**Met2 routing**

Bar = 100 um.
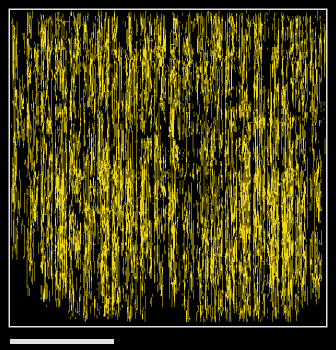
**Selected gate families**

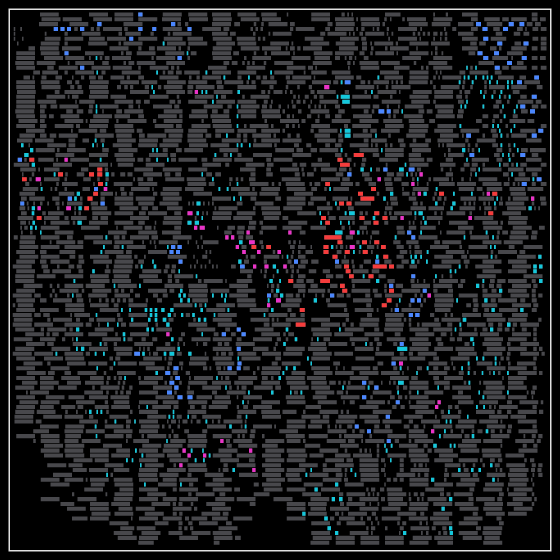
**Routing congestion**

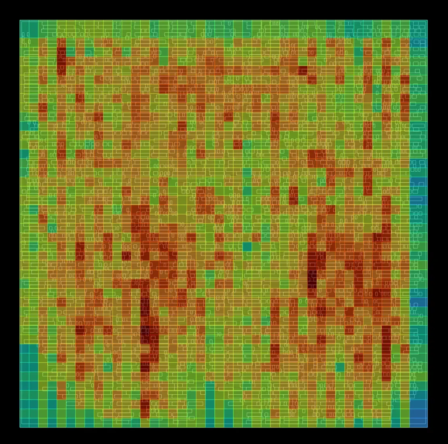
==> src/rtl/frame_window_buffer.sv <==
// rtl/frame_window_buffer.sv - banked frame store streaming KERNEL_WIDTH-row vertical slices
// Define FRAME_WINDOW_ZERO_PAD_EN to slide the window off the top/bottom edge with zero lanes.
module frame_window_buffer #(
  parameter int RAM_WIDTH    = 8,
  parameter int IMAGE_WIDTH  = 10,
  parameter int IMAGE_HEIGHT = 10,
  parameter int KERNEL_WIDTH = 3
) (
  input  logic                              clk,
  input  logic                              reset,
  input  logic                              i_load_valid,
  input  logic [RAM_WIDTH-1:0]              i_data_to_mem,
  output logic                              o_load_ready,
  input  logic                              i_read_valid,
  output logic                              o_frame_ready,
  output logic                              o_valid_data_to_conv,
  input  logic                              i_conv_ready,
  output logic [KERNEL_WIDTH*RAM_WIDTH-1:0] o_to_conv,
  output logic                              o_frame_done
);

  localparam int CW        = (IMAGE_WIDTH > 1) ? $clog2(IMAGE_WIDTH) : 1;
  localparam int RW        = (IMAGE_HEIGHT > 1) ? $clog2(IMAGE_HEIGHT) : 1;
  localparam int KW        = (KERNEL_WIDTH > 1) ? $clog2(KERNEL_WIDTH) : 1;
  localparam int KW1       = KW + 1;
  localparam int DW        = RW + 1;
  localparam int BANK_ROWS = (IMAGE_HEIGHT + KERNEL_WIDTH - 1) / KERNEL_WIDTH;
  localparam int DEPTH     = BANK_ROWS * IMAGE_WIDTH;
  localparam int AW        = (DEPTH > 1) ? $clog2(DEPTH) : 1;
`ifdef FRAME_WINDOW_ZERO_PAD_EN
  localparam int PAD       = (KERNEL_WIDTH - 1) / 2;
  localparam int NUM_TOPS  = IMAGE_HEIGHT;
`else
  localparam int PAD       = 0;
  localparam int NUM_TOPS  = IMAGE_HEIGHT - KERNEL_WIDTH + 1;
`endif
  // Top row is tracked as u = top + KERNEL_WIDTH so it never goes negative.
  localparam int U0        = KERNEL_WIDTH - PAD;
  localparam int TMOD0     = U0 % KERNEL_WIDTH;
  localparam int TDIV0     = U0 / KERNEL_WIDTH;

  typedef enum logic [1:0] {LOAD, FULL, STREAM} state_t;
  state_t state, state_next;

  logic [CW-1:0]  wr_col;
  logic [RW-1:0]  wr_row;
  logic [KW-1:0]  wr_bank;
  logic [RW-1:0]  wr_brow;
  logic [AW-1:0]  wr_addr;
  logic           wr_en, last_pix;

  logic [CW-1:0]  rd_col;
  logic [RW-1:0]  rd_step;
  logic [KW-1:0]  top_mod;
  logic [DW-1:0]  top_div;
  logic           issue_done, issue;
  logic [AW-1:0]  rd_addr [KERNEL_WIDTH];
  logic [KERNEL_WIDTH-1:0] bank_ok, lane_ok_q;
  logic [KW-1:0]  tmod_q;

  logic [RAM_WIDTH-1:0] mem    [KERNEL_WIDTH][DEPTH];
  logic [RAM_WIDTH-1:0] bank_q [KERNEL_WIDTH];

  logic                              rd_valid, skid_valid, frame_done_q;
  logic [KERNEL_WIDTH*RAM_WIDTH-1:0] rot_data, skid_data;
  logic                              hs, last_hs;

  assign wr_en    = i_load_valid && (state == LOAD);
  assign last_pix = (wr_col == CW'(IMAGE_WIDTH - 1)) && (wr_row == RW'(IMAGE_HEIGHT - 1));
  assign wr_addr  = AW'(int'(wr_brow) * IMAGE_WIDTH + int'(wr_col));

  assign issue   = (state == STREAM) && !issue_done && !skid_valid;
  assign hs      = o_valid_data_to_conv && i_conv_ready;
  // Skid full implies the read stage is full too, so an empty skid means one slice left.
  assign last_hs = hs && issue_done && !skid_valid;

  always_ff @(posedge clk or posedge reset) begin
    if (reset) state <= LOAD;
    else       state <= state_next;
  end

  always_comb begin
    state_next = state;
    case (state)
      LOAD:    if (wr_en && last_pix) state_next = FULL;
      FULL:    if (i_read_valid)      state_next = STREAM;
      STREAM:  if (last_hs)           state_next = LOAD;
      default: state_next = LOAD;
    endcase
  end

  always_comb begin
    o_load_ready         = (state == LOAD);
    o_frame_ready        = (state == FULL);
    o_valid_data_to_conv = skid_valid || rd_valid;
    o_to_conv            = skid_valid ? skid_data : (rd_valid ? rot_data : '0);
    o_frame_done         = frame_done_q;
  end

  always_ff @(posedge clk or posedge reset) begin
    if (reset) begin
      wr_col  <= '0;
      wr_row  <= '0;
      wr_bank <= '0;
      wr_brow <= '0;
    end else if (wr_en) begin
      if (wr_col == CW'(IMAGE_WIDTH - 1)) begin
        wr_col <= '0;
        if (wr_row == RW'(IMAGE_HEIGHT - 1)) begin
          wr_row  <= '0;
          wr_bank <= '0;
          wr_brow <= '0;
        end else begin
          wr_row <= wr_row + 1'b1;
          if (wr_bank == KW'(KERNEL_WIDTH - 1)) begin
            wr_bank <= '0;
            wr_brow <= wr_brow + 1'b1;
          end else begin
            wr_bank <= wr_bank + 1'b1;
          end
        end
      end else begin
        wr_col <= wr_col + 1'b1;
      end
    end
  end

  // Bank b holds the window row congruent to b; rows outside the frame read as zero.
  always_comb begin
    bank_ok = '0;
    for (int b = 0; b < KERNEL_WIDTH; b++) begin
      int br;
      int row;
      rd_addr[b] = '0;
      br  = int'(top_div) - 1 + ((b < int'(top_mod)) ? 1 : 0);
      row = br * KERNEL_WIDTH + b;
      bank_ok[b] = (br >= 0) && (row < IMAGE_HEIGHT);
      if (bank_ok[b]) rd_addr[b] = AW'(br * IMAGE_WIDTH + int'(rd_col));
    end
  end

  always_ff @(posedge clk) begin
    for (int b = 0; b < KERNEL_WIDTH; b++) begin
      if (wr_en && (wr_bank == KW'(b))) mem[b][wr_addr] <= i_data_to_mem;
      if (issue) bank_q[b] <= mem[b][rd_addr[b]];
    end
  end

  always_comb begin
    rot_data = '0;
    for (int k = 0; k < KERNEL_WIDTH; k++) begin
      logic [KW1-1:0] sum;
      logic [KW-1:0]  bi;
      sum = {1'b0, tmod_q} + KW1'(k);
      if (sum >= KW1'(KERNEL_WIDTH)) sum = sum - KW1'(KERNEL_WIDTH);
      bi = sum[KW-1:0];
      if (lane_ok_q[bi]) rot_data[k*RAM_WIDTH +: RAM_WIDTH] = bank_q[bi];
    end
  end

  always_ff @(posedge clk or posedge reset) begin
    if (reset) begin
      rd_col       <= '0;
      rd_step      <= '0;
      top_mod      <= KW'(TMOD0);
      top_div      <= DW'(TDIV0);
      issue_done   <= 1'b0;
      tmod_q       <= '0;
      lane_ok_q    <= '0;
      rd_valid     <= 1'b0;
      skid_valid   <= 1'b0;
      skid_data    <= '0;
      frame_done_q <= 1'b0;
    end else begin
      frame_done_q <= last_hs;
      if (last_hs) begin
        rd_col     <= '0;
        rd_step    <= '0;
        top_mod    <= KW'(TMOD0);
        top_div    <= DW'(TDIV0);
        issue_done <= 1'b0;
      end else if (issue) begin
        if (rd_col == CW'(IMAGE_WIDTH - 1)) begin
          rd_col <= '0;
          if (rd_step == RW'(NUM_TOPS - 1)) begin
            issue_done <= 1'b1;
          end else begin
            rd_step <= rd_step + 1'b1;
            if (top_mod == KW'(KERNEL_WIDTH - 1)) begin
              top_mod <= '0;
              top_div <= top_div + 1'b1;
            end else begin
              top_mod <= top_mod + 1'b1;
            end
          end
        end else begin
          rd_col <= rd_col + 1'b1;
        end
      end

      if (issue) begin
        tmod_q    <= top_mod;
        lane_ok_q <= bank_ok;
      end

      if (issue)                  rd_valid <= 1'b1;
      else if (hs && !skid_valid) rd_valid <= 1'b0;

      // A stalled read-stage slice parks in the skid while the next read lands.
      if (skid_valid && hs) begin
        skid_valid <= 1'b0;
      end else if (!skid_valid && rd_valid && !i_conv_ready && issue) begin
        skid_valid <= 1'b1;
        skid_data  <= rot_data;
      end
    end
  end

endmodule

==> config.mk <==
export PLATFORM = sky130hd
export DESIGN_NAME = frame_window_buffer
export DESIGN_NICKNAME = d
export VERILOG_FILES = /design/src/rtl/frame_window_buffer.sv
export SDC_FILE = /design/constraint.sdc
export NUM_CORES = 1
export LEC_CHECK = 0
export CAP_MARGIN = 20
export CELL_PAD_IN_SITES_DETAIL_PLACEMENT = 1
export CELL_PAD_IN_SITES_GLOBAL_PLACEMENT = 2
export CORE_UTILIZATION = 50
export DETAILED_ROUTE_END_ITERATION = 7
export HOLD_SLACK_MARGIN = 0.08
export PLACE_DENSITY_LB_ADDON = 0.1
export RECOVER_POWER = 100
export SYNTH_ARGS = -nofsm -noshare
export SYNTH_HDL_FRONTEND = slang
export SYNTH_SLANG_ARGS = --single-unit
==> constraint.sdc <==
create_clock -name clk -period 18.48 [get_ports clk]
set_input_delay 3.696 -clock clk [delete_from_list [all_inputs] [get_ports clk]]
set_output_delay 3.696 -clock clk [all_outputs]
set_load 0.02 [all_outputs]
==> impl_metrics.py <==
# Flow results
metrics = {
    "worst_setup_path": {
        "r2r_cells": 23,
        "r2r_end": "bank_q[1][2]",
        "path_class": "reg -> reg",
    },
    "final_layout": {
        "drive_gt1_frac": 0.114,
    },
    "run": {
        "drv_cap": 20,
    },
    "timing": {
        "slew_viol_final": 1176,
        "tns_ns": 0,
        "rsz0062_at_grt": "no",
    },
    "status": {
        "status": "finished with violations",
        "violations": "capacitance limit, slew limit",
    },
    "yosys": {
        "ys_ff": 1048,
        "yosysUniqueCellTypes": 79,
        "area_leaders": "edfxtp_1 65%, dfrtp_1 3.5%, mux2i_1 2.9%",
    },
    "cts": {
        "numCtsBuffers": 109,
        "cts_buffer_depth": 3,
        "root_buffer": "clkbuf_16",
        "clk_latency_ns": 0.71,
    },
    "floorplanning": {
        "die_x_um": 303,
    },
    "place": {
        "dp.cells": 4233,
    },
}
About 'met2 routing':
main direction: vertical
share of all routed wire: 48%
final wirelength: 130000 um
DR vias: 28044
met2 usage: 0.458

About 'selected gate families':
legend:
  cyan:
    family: NOR gates
    cells: 408
    where: all over the die
  red:
    family: XOR/XNOR gates
    cells: 57
  blue:
    family: AND-OR and OR-AND gates
    cells: 98
    where: all over the die
  magenta:
    family: AND and OR gates
    cells: 47
most frequent logic cell in the layout: edfxtp_1
logic share of the area: 0.264
non-filler cells, final: 4443

About 'routing congestion':
Total GRT Usage: 0.285
GRT busiest layer: met2
WL/cell: 29.2 um
fin util: 0.561

## registers in the layout, indices dropped and copies added (netlist names)
| name | flops |
|---|---|
| wr_bank | 2 |
| state | 2 |
| rd_col | 4 |
| issue_done | 1 |
| wr_row | 4 |
| skid_data | 24 |
| wr_brow | 4 |
| wr_col | 4 |
| mem | 960 |
| rd_step | 4 |
| top_div | 5 |
| lane_ok_q | 3 |
| top_mod | 2 |
| rd_valid | 1 |
| skid_valid | 1 |
| bank_q | 24 |
| tmod_q | 2 |
| o_frame_done | 1 |
## metal layers
layer	vias up	global-route usage	part of all wire
li1	12394	-	-
met1	14577	0.398	0.43
met2	878	0.458	0.48
met3	195	0.0423	0.060
met4	0	0.0956	0.030
met5	-	0	0
